Figure 1. Placed cells, one color a class (run 1).
Drawn at 6 px/µm. Fill, decap, tap and diode cells in gray.
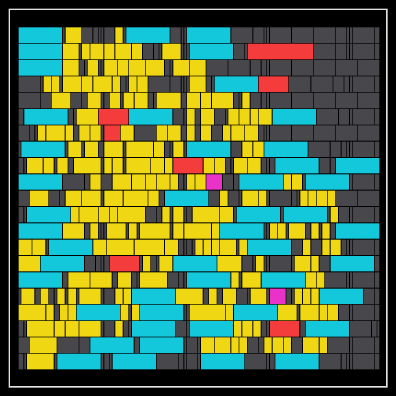
Figure 2. Wires at chosen ports, followed through buffers (run 1).
Drawn at 6 px/µm.
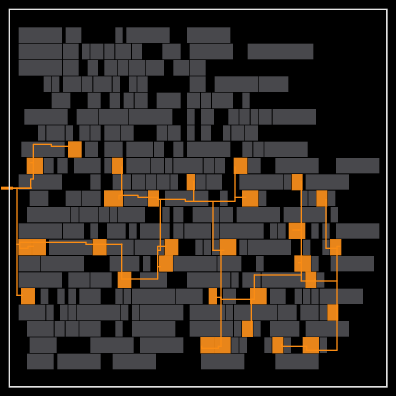
Figure 3. The clock network (run 1).
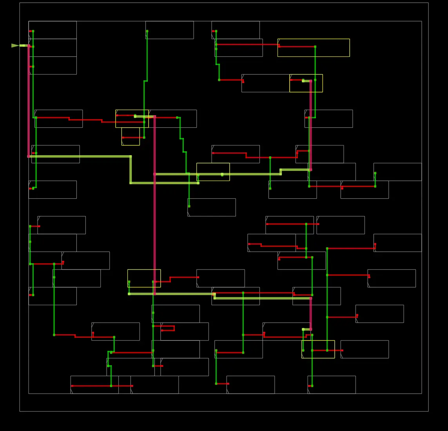
===== config.mk =====
export PLATFORM = sky130hd
export DESIGN_NAME = iq_burst_source
export DESIGN_NICKNAME = d
export VERILOG_FILES = /design/src/rtl/iq_burst_source.sv
export SDC_FILE = /design/constraint.sdc
export NUM_CORES = 1
export LEC_CHECK = 0
export CORE_UTILIZATION = 60
export CTS_CLUSTER_DIAMETER = 80
export DETAILED_ROUTE_END_ITERATION = 12
export DONT_BUFFER_PORTS = 1
export PLACE_DENSITY = 0.84
export SYNTH_ARGS = -nofsm -noshare
export SYNTH_HDL_FRONTEND = slang
export SYNTH_SLANG_ARGS = --single-unit

===== constraint.sdc =====
create_clock -name clk -period 3.65 [get_ports clk]
set_clock_uncertainty 0.2 [all_clocks]
set_input_delay 0.5475 -clock clk [delete_from_list [all_inputs] [get_ports clk]]
set_output_delay 0.5475 -clock clk [all_outputs]
set_load 0.02 [all_outputs]

===== src/rtl/iq_burst_source.sv =====
// Framed I/Q burst generator: alternating preamble, LFSR-driven QPSK payload and zero gap
// at one of four amplitudes, presented through a registered valid/ready output stage.
module iq_burst_source #(
  parameter int unsigned PREAMBLE_LEN = 16,
  parameter int unsigned PAYLOAD_LEN  = 64,
  parameter int unsigned GAP_LEN      = 8,
  parameter logic [15:0] LFSR_SEED    = 16'hACE1
) (
  input  logic              clk,
  input  logic              rst,
  input  logic              start,
  input  logic [1:0]        amp,
  input  logic              ready,
  output logic signed [3:0] x_i_out,
  output logic signed [3:0] x_q_out,
  output logic              valid,
  output logic [1:0]        sym_bits,
  output logic              busy,
  output logic              frame_done
);

  // An all-zero LFSR would lock up, so a zero seed is promoted to 1.
  localparam logic [15:0] SEED     = (LFSR_SEED == 16'h0000) ? 16'h0001 : LFSR_SEED;
  localparam logic [15:0] PRE_LAST = 16'(PREAMBLE_LEN - 1);
  localparam logic [15:0] PAY_LAST = 16'(PAYLOAD_LEN - 1);
  localparam logic [15:0] GAP_LAST = 16'(GAP_LEN - 1);

  typedef enum logic [1:0] {IDLE, PRE, PAY, GAP} state_t;

  state_t      state, state_d;
  logic [15:0] cnt, cnt_d;
  logic [15:0] lfsr, lfsr_d;
  logic [1:0]  amp_q, amp_d;
  logic        done_d;
  logic        accept;
  logic        is_last;
  logic        data_en;
  logic [1:0]  sym_d;
  logic signed [3:0] xi_d, xq_d;

  function automatic logic [15:0] last_idx(input state_t s);
    case (s)
      PRE:     return PRE_LAST;
      PAY:     return PAY_LAST;
      default: return GAP_LAST;
    endcase
  endfunction

  // bit 0 maps to +A, bit 1 to -A.
  function automatic logic signed [3:0] level(input logic [1:0] idx, input logic bit_v);
    logic signed [3:0] mag;
    case (idx)
      2'd0:    mag = 4'sd1;
      2'd1:    mag = 4'sd2;
      2'd2:    mag = 4'sd4;
      default: mag = 4'sd7;
    endcase
    return bit_v ? -mag : mag;
  endfunction

  always_comb begin
    // NOTE: every signal driven here gets a default first, so no latch can be inferred.
    state_d = state;
    cnt_d   = cnt;
    lfsr_d  = lfsr;
    amp_d   = amp_q;
    done_d  = 1'b0;
    accept  = valid && ready;
    is_last = (cnt == last_idx(state));

    case (state)
      IDLE: begin
        if (start) begin
          state_d = PRE;
          cnt_d   = '0;
          amp_d   = amp;
        end
      end
      default: begin
        if (accept) begin
          if (state == PAY)
            lfsr_d = {lfsr[14:0], lfsr[15] ^ lfsr[13] ^ lfsr[12] ^ lfsr[10]};
          if (is_last) begin
            cnt_d = '0;
            case (state)
              PRE:     state_d = PAY;
              PAY:     state_d = GAP;
              default: begin
                state_d = IDLE;
                done_d  = 1'b1;
              end
            endcase
          end else begin
            cnt_d = cnt + 16'd1;
          end
        end
      end
    endcase

    // Output stage is computed from the next state so it registers in step with it.
    case (state_d)
      PRE:     sym_d = {2{cnt_d[0]}};
      PAY:     sym_d = lfsr_d[1:0];
      default: sym_d = 2'b00;
    endcase
    data_en = (state_d == PRE) || (state_d == PAY);
    xi_d    = data_en ? level(amp_d, sym_d[1]) : 4'sd0;
    xq_d    = data_en ? level(amp_d, sym_d[0]) : 4'sd0;
  end

  always_ff @(posedge clk) begin
    // NOTE: sequential state is updated with non-blocking assignments only.
    if (!rst) state <= IDLE;
    else      state <= state_d;
  end

  always_ff @(posedge clk) begin
    if (!rst) begin
      cnt        <= '0;
      lfsr       <= SEED;
      amp_q      <= '0;
      valid      <= 1'b0;
      busy       <= 1'b0;
      frame_done <= 1'b0;
      sym_bits   <= 2'b00;
      x_i_out    <= 4'sd0;
      x_q_out    <= 4'sd0;
    end else begin
      cnt        <= cnt_d;
      lfsr       <= lfsr_d;
      amp_q      <= amp_d;
      valid      <= (state_d != IDLE);
      busy       <= (state_d != IDLE);
      frame_done <= done_d;
      sym_bits   <= sym_d;
      x_i_out    <= xi_d;
      x_q_out    <= xq_d;
    end
  end

endmodule


==> ci_impl_report.md, run 1 <==
## Synthesis and layout report

| Metric | Value |
|---|---|
| EDFF count, synth | 0 |
| Met2 global-route usage | 33.4% |
| Hold Path End | lfsr[0]$_SDFF_PN1_ |
| Max-area cell share | approximately 43% |
| Synth Seq Share | a little over two fifths |
| Final non-clock buffer share | less than 1% |
| Seq area share | 40.2% |
| Critical R2R Launch | cnt[0]$_SDFF_PN0_ |
| Layout fillers | 272 |
| Power density over cell area | a little over 400 nW/µm² |
| Max cap viols | 0 |
| FF-to-FF setup slack | around 0.3 ns |
| Floorplan utilization | around 64% |
| Yosys stat area | between 2000 and 2500 µm² |
| Mapped Area | 2210 µm² |
| CTS tree | yes |
| Core Region | between 3000 and 4000 µm² |
| Synth top cell by count | nand2_1 |
| Max-slew violation count | 0 |
| Slew HR | 67.9% |
| Async S/R FF share, synth | 0% |
| Yosys cell types | between 40 and 50 |
| Clock Network Area Fraction | 4.54% |
| Top logic family | simple AND/OR/NAND/NOR gates |
| First-pass GRT wire length | roughly 6.9 mm |
| CP max stage delay | 0.46 ns |
| CTS resizes | 0 |
| Placed cell count | roughly 300 |
| Worst Setup Start Kind | register |
| Cell count after synthesis | roughly 250 |
| CP Buf/Inv Count | 1 |
| AO/OA Area Share | about an eighth |
| Initial antenna violation count | 0 |
| Comb area share | around 50% |
| VDD IR max | roughly 0.3 mV |
| Hold Path Origin | rst |
| Worst setup path class | register to register |
| Seq pwr | around 530 µW |
| Worst path arrival time | 3.39 ns |
| Final net count | between 200 and 300 |
| Int Power | about 740 µW |
| Most used cell, CP | ha_1 |
| Die Size | 3930 µm² |
| Largest net degree at the start of global routing | 31 |
| TNS Setup | 0 ns |
| Well Taps | about 46 |
| Drt wl/cell | between 10 and 15 µm |
| Mux share | under 10% |
| GR Util All Layers | 22.3% |
| Crit path max-delay family | simple AND/OR/NAND/NOR gates |
| Clk buf depth | 2 |
| Rows | 21 |
| Syn avg cell area | 8.69 µm² |
| Dominant register cell | dfxtp_1 |
| Top Ports | 19 |
| Reg2reg path depth | 10 |
| Die extent in x | roughly 63 µm |
| WL final | approximately 4.0 mm |
| Synthesized Nets | approximately 270 |
| Postcts setup bufs | 0 |
| Fin crit period | 3.35 ns |
| Min Hold Slack | approximately 0.11 ns |
| Dominant power group | sequential cells |
| WP depth | 10 |
| DR vias | roughly 1,700 |
| Finished layout cell area | 2340 µm² |
| Vias in the first global route | roughly 1,600 |
| Met3 wire len | roughly 220 µm |
| Setup ws final | between 0.2 and 0.3 ns |
| Setup violators final | 0 |
| Number of H-tree levels | 2 |
| Area grow syn2layout | 6.06% |
| Non-filler cells, final | around 300 |
| Reg clk slew, reported paths | about 0.090 ns |
| GRT busiest layer | met2 |
| Logic gate share of total power | approximately 5.5% |
| Highest routed layer | met4 |
| Design Power | about 960 µW |
| Worst path slowest cell | or4_4 |
| CP max FO | 6 |
| Yosys xor share | 3.17% |
| Invs w/o clock | 8 |
| DRC | 0 |
| Crit path capture | x_i_out[2]$_SDFF_PP0_ |
| Registers | around 47 |
| Sw Ratio | a little under a quarter |
| Post-synth area hogs | dfxtp_1, nand2_1, ha_1, nand3_1, mux2i_1 |
| Dpl ws | around 0.35 ns |
| Yosys top cell by area | dfxtp_1 |
| RSZ-0062 raised after global routing | false |
| Hold Crit Depth | 1 |
| DRT Pass-1 Iters | 4 |
| CP endpoint kind | register |
| DP HPWL | 2.77 mm |
| Switching power | between 200 and 250 µW |
| Flop pwr share | ~56% |
| Crit-path cells | ha_1, or4bb_1, or2_0, or4_4, mux2i_2, inv_1, ha_1, nor2b_1, o21ai_0, mux2i_1 |
| Worst Tran Pin Value | around 0.48 ns |
| Dominant kind of cell | logic gates |
| Met2 wire length | about 1.7 mm |
| Die Height | between 60 and 70 µm |
| Post-DRT Antenna Nets | 0 |
| Layout Utilization | 68.0% |
| GPL Wtd Cong | about 0.86 |
| Gate Area | 1190 µm² |
| Worst reg2reg endpoint | x_i_out[2]$_SDFF_PP0_ |
| Late-Pin Clk Latency | about 0.31 ns |
| Simple share | 27.4% |
| N_diodes | 0 |
| FF+latch area | 941 µm² |
| Comb gates | between 150 and 200 |
| Met1 GRT Util | slightly above 30% |
| Total gr overflow | 0 |
| Vias per std cell | 5.58 |
| CP required | 3.69 ns |
| Outcome | finished clean |
| Tool warnings | 32 |
| Worst setup startpoint | cnt[0]$_SDFF_PN0_ |
| Power share of the clock group | between 30 and 40% |
| Class of the worst hold path | primary input to register |
| Clock group power | around 380 µW |
| Combinational group power | 53.0 µW |
| Area after DPL | between 2000 and 2500 µm² |
| Synth flops | 47 |
| P_leak | roughly 0.93 nW |
| # hold bufs at CTS | 0 |
| Root buf cell | clkbuf_8 |
| Clk sinks | between 40 and 50 |
| YS warnings | 0 |
| Port bufs | 0 |
About Figure 1:
[yellow] combinational and other logic | cells: 197 | share of their area: 54%
[red] clock drivers and dummy loads | cells: 7 | share of their area: 4.7%
[cyan] flops | cells: 47 | share of their area: 41%
[magenta] other buffers and delay cells | cells: 2 | share of their area: 0.66%

About Figure 2:
[orange] rst | direction: input | end cells: 30 | buffers: 0 | wire: 240 µm

About Figure 3:
# clk buffers: 5
TritonCTS buffer count: 5

-- run 1: logic make-up after synthesis --
family,Yosys count
xor+xnor,8
buf+inv,18
simple gates,120
fa+ha+maj,10
compound gates,40
flops,47
mux,11
-- run 1: placed cells by master (no fill, tap or decap), types with 4 or more instances in the layout --
cell      count
xor2_1        4
a21oi_1      10
nand2_1      50
mux2i_1       8
clkbuf_8      5
xnor2_1       4
ha_1         10
o21ai_0       6
or3_1         4
nor2_1       11
dfxtp_1      47
and2_1        5
a21boi_0      8
inv_1         8
a31oi_1       4
nand3_1      20
nor2b_1       5
-- run 1: sequential cells by signal (all words and copies together) (netlist names) --
name	cells
cnt	16
lfsr	16
x_i_out	4
x_q_out	3
amp_q	2
state	2
sym_bits	2
busy	1
frame_done	1
## Run 2: what changed since run 1
Settings changed: SLEW_MARGIN set to 10.
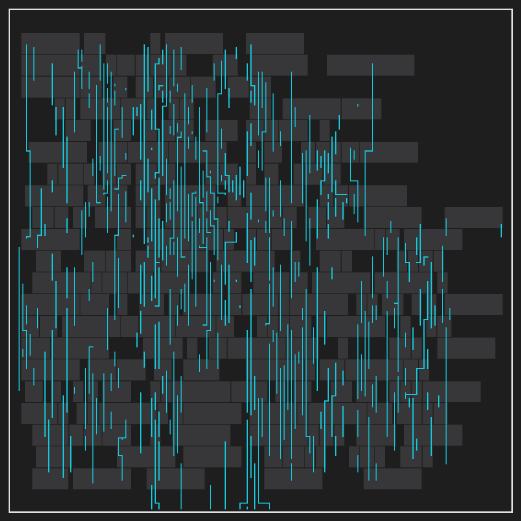
Figure 4: run 2, met2 routing.
Drawn at 8 px/µm.
share of all routed wire: 42%
longest straight run: 24.8 µm
main direction: vertical
wire length on this layer: 1,670 µm
met2 global-route usage: 33.4%
DR vias: 1,668

==> ci_impl_report.md, run 2 <==
## Synthesis and layout report

| Metric | Value |
|---|---|
| Synth flops | 47 (unchanged) |
| Dominant register cell | dfxtp_1 (unchanged) |
| Reg clk slew, reported paths | 0.09 ns (about the same) |
| Vias in the first global route | 1,566 (unchanged) |
| Placed cell count | 292 (unchanged) |
| VDD IR max | 0.293 mV (unchanged) |
| Worst path arrival time | 3.39 ns (about the same) |
| Max cap viols | 0 (unchanged) |
| Power share of the clock group | 38.9% (about the same) |
| RSZ-0062 raised after global routing | false (unchanged) |
| WL final | 3.96 mm (unchanged) |
| CP max stage delay | 0.46 ns (about the same) |
| GPL Wtd Cong | 0.859 (unchanged) |
| Dpl ws | 0.348 ns (unchanged) |
| Die Height | 62.7 µm (unchanged) |
| Initial antenna violation count | 0 (unchanged) |
| Hold Path Origin | rst (unchanged) |
| Worst setup startpoint | cnt[0]$_SDFF_PN0_ (unchanged) |
| Async S/R FF share, synth | 0% (unchanged) |
| Top cells excl fill/tap | nand2_1, dfxtp_1, nand3_1, nor2_1 (unchanged) |
| CP max FO | 6 (unchanged) |
| Clk sinks | 47 (unchanged) |
| Met1 GRT Util | 30.6% (unchanged) |
| CTS resizes | 0 (unchanged) |
| Registers | 47 (unchanged) |
| Worst setup path class | register to register (unchanged) |
| Dominant kind of cell | logic gates (unchanged) |
| Syn avg cell area | 8.69 µm² (unchanged) |
| Worst path slowest cell | or4_4 (unchanged) |
| Synthesized Nets | 270 (unchanged) |
| Yosys stat area | 2210 µm² (unchanged) |
| Setup violators final | 0 (unchanged) |
| Rows | 21 (unchanged) |
| Worst Tran Pin Value | 0.481 ns (unchanged) |
| Synth top cell by count | nand2_1 (unchanged) |
| Design Power | 962 µW (unchanged) |
| Postcts setup bufs | 0 (unchanged) |
| Final net count | 269 (unchanged) |
| Dominant power group | sequential cells (unchanged) |
| N_diodes | 0 (unchanged) |
| First-pass GRT wire length | 6.91 mm (unchanged) |
| Max-area cell share | 42.6% (unchanged) |
| Clk buf depth | 2 (unchanged) |
| DP HPWL | 2.77 mm (unchanged) |
| Flop pwr share | 55.5% (about the same) |
| Most used cell, CP | ha_1 (unchanged) |
| # clk buffers | 5 (unchanged) |
| Cell count after synthesis | 254 (unchanged) |
| Top logic cell by instance count in the layout | nand2_1 (unchanged) |
| Core Region | 3440 µm² (unchanged) |
| Root buf cell | clkbuf_8 (unchanged) |
| Non-filler cells, final | 299 (unchanged) |
| Critical R2R Launch | cnt[0]$_SDFF_PN0_ (unchanged) |
| Outcome | finished clean (unchanged) |
| Fin crit period | 3.35 ns (unchanged) |
| Post-DRT Antenna Nets | 0 (unchanged) |
| Met2 wire length | 1.67 mm (unchanged) |
| TNS Setup | 0 ns (unchanged) |
| Switching power | 221 µW (unchanged) |
| Met3 wire len | 217 µm (unchanged) |
| Class of the worst hold path | primary input to register (unchanged) |
| Late-Pin Clk Latency | 0.31 ns (about the same) |
| Int Power | 741 µW (unchanged) |
| CP endpoint kind | register (unchanged) |
| CP Buf/Inv Count | 1 (unchanged) |
| Area after DPL | 2240 µm² (unchanged) |
| Crit path max-delay family | simple AND/OR/NAND/NOR gates (unchanged) |
| Total gr overflow | 0 (unchanged) |
| DRC | 0 (unchanged) |
| Area grow syn2layout | 6.06% (unchanged) |
| Seq area share | 40.2% (unchanged) |
| Port bufs | 0 (unchanged) |
| Clock group power | 375 µW (about the same) |
## run 2: cell families (layout without fill, tap and decap cells)
family                   count (synthesis)  count (layout)  synth area share [%]
multiplexers                            11              11                  5.38
XOR/XNOR                                 8               8                  3.17
AND-OR/OR-AND                           40              40                  12.4
adder cells (fa/ha/maj)                 10              10                  5.67
buffers and inverters                   18              17                  3.40
AND/OR/NAND/NOR                        120             120                  27.4
flip-flops                              47              47                  42.6
## run 2: final timing paths
check | end | slack (ns) | depth (start not counted)
setup / recovery | x_i_out[2]$_SDFF_PP0_ | 0.30 | 10
hold / removal | lfsr[0]$_SDFF_PN1_ | 0.11 | 1
setup reg to reg | x_i_out[2]$_SDFF_PP0_ | 0.30 | 10
hold reg to reg | lfsr[7]$_SDFFE_PN1P_ | 0.26 | 2
Figure 5. Clock wires, drivers and flops (run 2).
Drawn at 8 px/µm.
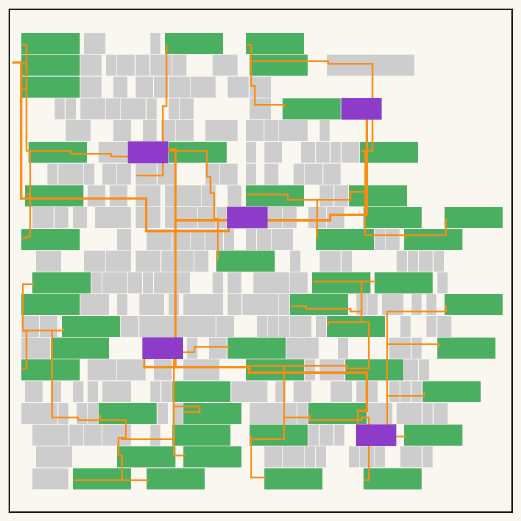

## Run 3: what changed since run 2
Settings changed: PLACE_DENSITY 0.84 to 0.76.
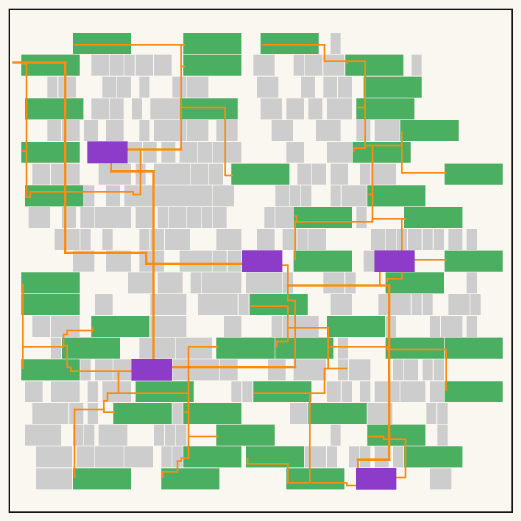
Figure 6: run 3, clock wires, drivers and flops.
Drawn at 8 px/µm.
[orange] clock wires | length: 540 µm
[green] flip-flops | count: 47
[purple] clock drivers | count: 5
flops lie: spread over the die
routed clock nets: 6
clock group power: 366 µW
power share of the clock group: 38.4%

==> ci_impl_report.md, run 3 <==
## Synthesis and layout report

| Metric | Value |
|---|---|
| Outcome | finished clean (unchanged) |
| CP max stage delay | 0.46 ns (about the same) |
| Drt wl/cell | 13.1 µm (was 13.2 µm) |
| CTS tree | yes (unchanged) |
| GR Util All Layers | 22.9% (was 22.3%) |
| AO/OA Area Share | 12.4% (unchanged) |
| WP depth | 10 (unchanged) |
| DR vias | 1,690 (was 1,668) |
| Top Ports | 19 (unchanged) |
| Mux share | 5.38% (unchanged) |
| Layout Utilization | 67.9% (was 68.0%) |
| Dpl ws | 0.365 ns (was 0.348 ns) |
| Synth Seq Share | 42.6% (unchanged) |
| N_diodes | 0 (unchanged) |
| EDFF count, synth | 0 (unchanged) |
| Top flop regs | cnt (16), lfsr (16), x_i_out (4) (unchanged) |
| Tool warnings | 32 (unchanged) |
| Synth top cell by count | nand2_1 (unchanged) |
| Worst setup path class | register to register (unchanged) |
| Dominant register cell | dfxtp_1 (unchanged) |
| Critical R2R Launch | cnt[0]$_SDFF_PN0_ (unchanged) |
| Worst path arrival time | 3.37 ns (was 3.39 ns) |
| Post-DRT Antenna Nets | 0 (unchanged) |
| Combinational group power | 51.9 µW (was 53.0 µW) |
| Fmax | 0.300 GHz (was 0.298 GHz) |
| Floorplan utilization | 64.2% (unchanged) |
| Hold Crit Depth | 1 (unchanged) |
| Top logic cell by instance count in the layout | nand2_1 (unchanged) |
| Number of H-tree levels | 2 (unchanged) |
| Class of the worst hold path | primary input to register (unchanged) |
| Max-slew violation count | 0 (unchanged) |
| Power density over cell area | 407 nW/µm² (was 411 nW/µm²) |
| WL final | 3.93 mm (was 3.96 mm) |
| Hold Path Origin | rst (unchanged) |
| Area grow syn2layout | 5.89% (was 6.06%) |
| # hold bufs at CTS | 0 (unchanged) |
| Dominant power group | sequential cells (unchanged) |
| Final hold vios | 0 (unchanged) |
| Logic gate share of total power | 5.5% (about the same) |
| Setup ws final | 0.315 ns (was 0.297 ns) |
| Yosys top cell by area | dfxtp_1 (unchanged) |
| Yosys cell types | 42 (unchanged) |
| Most used cell, CP | ha_1 (unchanged) |
| Simple share | 27.4% (unchanged) |
| Top cells excl fill/tap | nand2_1, dfxtp_1, nand3_1, nor2_1 (unchanged) |
| Final net count | 269 (unchanged) |
| Post-synth area hogs | dfxtp_1, nand2_1, ha_1, nand3_1, mux2i_1 (unchanged) |
| DRC | 0 (unchanged) |
| CP max FO | 6 (unchanged) |
| GPL Wtd Cong | 0.812 (was 0.859) |
| Clk sinks | 47 (unchanged) |
| Max-area cell share | 42.6% (unchanged) |
| Hold Path End | lfsr[0]$_SDFF_PN1_ (unchanged) |
| Worst Tran Pin Value | 0.485 ns (was 0.481 ns) |
| Die Height | 62.7 µm (unchanged) |
| CTS resizes | 0 (unchanged) |
| Synth flops | 47 (unchanged) |
| Syn avg cell area | 8.69 µm² (unchanged) |
| TritonCTS buffer count | 5 (unchanged) |
| First-pass GRT wire length | 7.05 mm (was 6.91 mm) |
| Worst Setup Start Kind | register (unchanged) |
| YS warnings | 0 (unchanged) |
| Crit-path cells | ha_1, or4bb_1, or2_0, or4_4, mux2i_2, inv_1, ha_1, nor2b_1, o21ai_0, mux2i_1 (unchanged) |
| Crit path capture | x_q_out[2]$_SDFF_PP0_ (was x_i_out[2]$_SDFF_PP0_) |
| Layout fillers | 294 (was 272) |
| Finished layout cell area | 2340 µm² (about the same) |
| Placed cell count | 292 (unchanged) |
| CP required | 3.69 ns (about the same) |
| DRT Pass-1 Iters | 5 (was 4) |
| VDD IR max | 0.282 mV (was 0.293 mV) |
| DP HPWL | 2.72 mm (was 2.77 mm) |
| Max cap viols | 0 (unchanged) |
| Async S/R FF share, synth | 0% (unchanged) |
| Setup violators final | 0 (unchanged) |
| P_leak | 0.933 nW (was 0.932 nW) |
| Vias per std cell | 5.65 (was 5.58) |
| Vias in the first global route | 1,545 (was 1,566) |
| Late-Pin Clk Latency | 0.30 ns (was 0.31 ns) |
| Ys cells | 254 (unchanged) |
| Initial antenna violation count | 0 (unchanged) |
| Rows | 21 (unchanged) |
| Seq pwr | 534 µW (about the same) |
| Switching power | 210 µW (was 221 µW) |
| Root buf cell | clkbuf_8 (unchanged) |
| Die Size | 3930 µm² (unchanged) |
| Cell count after synthesis | 254 (unchanged) |
| Total gr overflow | 0 (unchanged) |
| CP endpoint kind | register (unchanged) |
| CP Buf/Inv Count | 1 (unchanged) |
| Clk buf depth | 2 (unchanged) |
| Non-filler cells, final | 299 (unchanged) |
| 1st-iter DRT viols | 119 (was 140) |
| TNS Setup | 0 ns (unchanged) |
| Postcts setup bufs | 0 (unchanged) |
| Worst setup startpoint | cnt[0]$_SDFF_PN0_ (unchanged) |
| Worst path slowest cell | or4_4 (unchanged) |
| Top logic family | simple AND/OR/NAND/NOR gates (unchanged) |
| Core Region | 3440 µm² (unchanged) |
| Yosys stat area | 2210 µm² (unchanged) |
| Area after DPL | 2240 µm² (unchanged) |
| Synth cell count leaders | nand2_1, dfxtp_1, nand3_1, nor2_1 (unchanged) |
| Port bufs | 0 (unchanged) |
| Synthesized Nets | 270 (unchanged) |
| Flop pwr share | 56.1% (was 55.5%) |
| Mapped Area | 2210 µm² (unchanged) |
| Share of layout cells above drive strength 1 | 6.32% (was 6.72%) |
| Yosys xor share | 3.17% (unchanged) |
| Fin crit period | 3.34 ns (was 3.35 ns) |
| Die extent in x | 62.7 µm (unchanged) |
| Int Power | 741 µW (about the same) |
| Slew HR | 67.6% (was 67.9%) |
| RSZ-0062 raised after global routing | false (unchanged) |
| Reg clk slew, reported paths | 0.08 ns (was 0.09 ns) |
| Design Power | 952 µW (was 962 µW) |
| Min Hold Slack | 0.107 ns (was 0.108 ns) |
| FF-to-FF setup slack | 0.31 ns (was 0.30 ns) |
| Worst reg2reg endpoint | x_q_out[2]$_SDFF_PP0_ (was x_i_out[2]$_SDFF_PP0_) |
| Largest net degree at the start of global routing | 31 (unchanged) |
| Adder Area Share | 5.67% (unchanged) |
| Sw Ratio | 22.1% (was 22.9%) |
| Crit path max-delay family | simple AND/OR/NAND/NOR gates (unchanged) |
| Reg2reg path depth | 10 (unchanged) |
==> run 3: cell count changes in the layout (fill, tap and decap cells not counted), sizes merged <==
cell,change
clkbuf,+1
clkinvlp,-1
==> run 3: final cells by class <==
cell class	instances	area (µm²)	area share [%]
multi-input cells	189	1190	51.0
clock buffers	6	72.6	3.10
inverters	8	30.0	1.28
well taps	46	57.6	2.46
repair buffers	2	15.0	0.642
clock inverters	1	30.0	1.28
flip-flops and latches	47	941	40.2
==> run 3: routing by layer <==
layer / up-vias / GRT usage [%] / wire length (µm)
li1: 872 / - / -
met1: 772 / 32.9 / 1970
met2: 40 / 32.1 / 1680
met3: 6 / 5.47 / 201
met4: 0 / 10.5 / 70
met5: - / 0 / 0
Power and IR drop assume default switching activity.
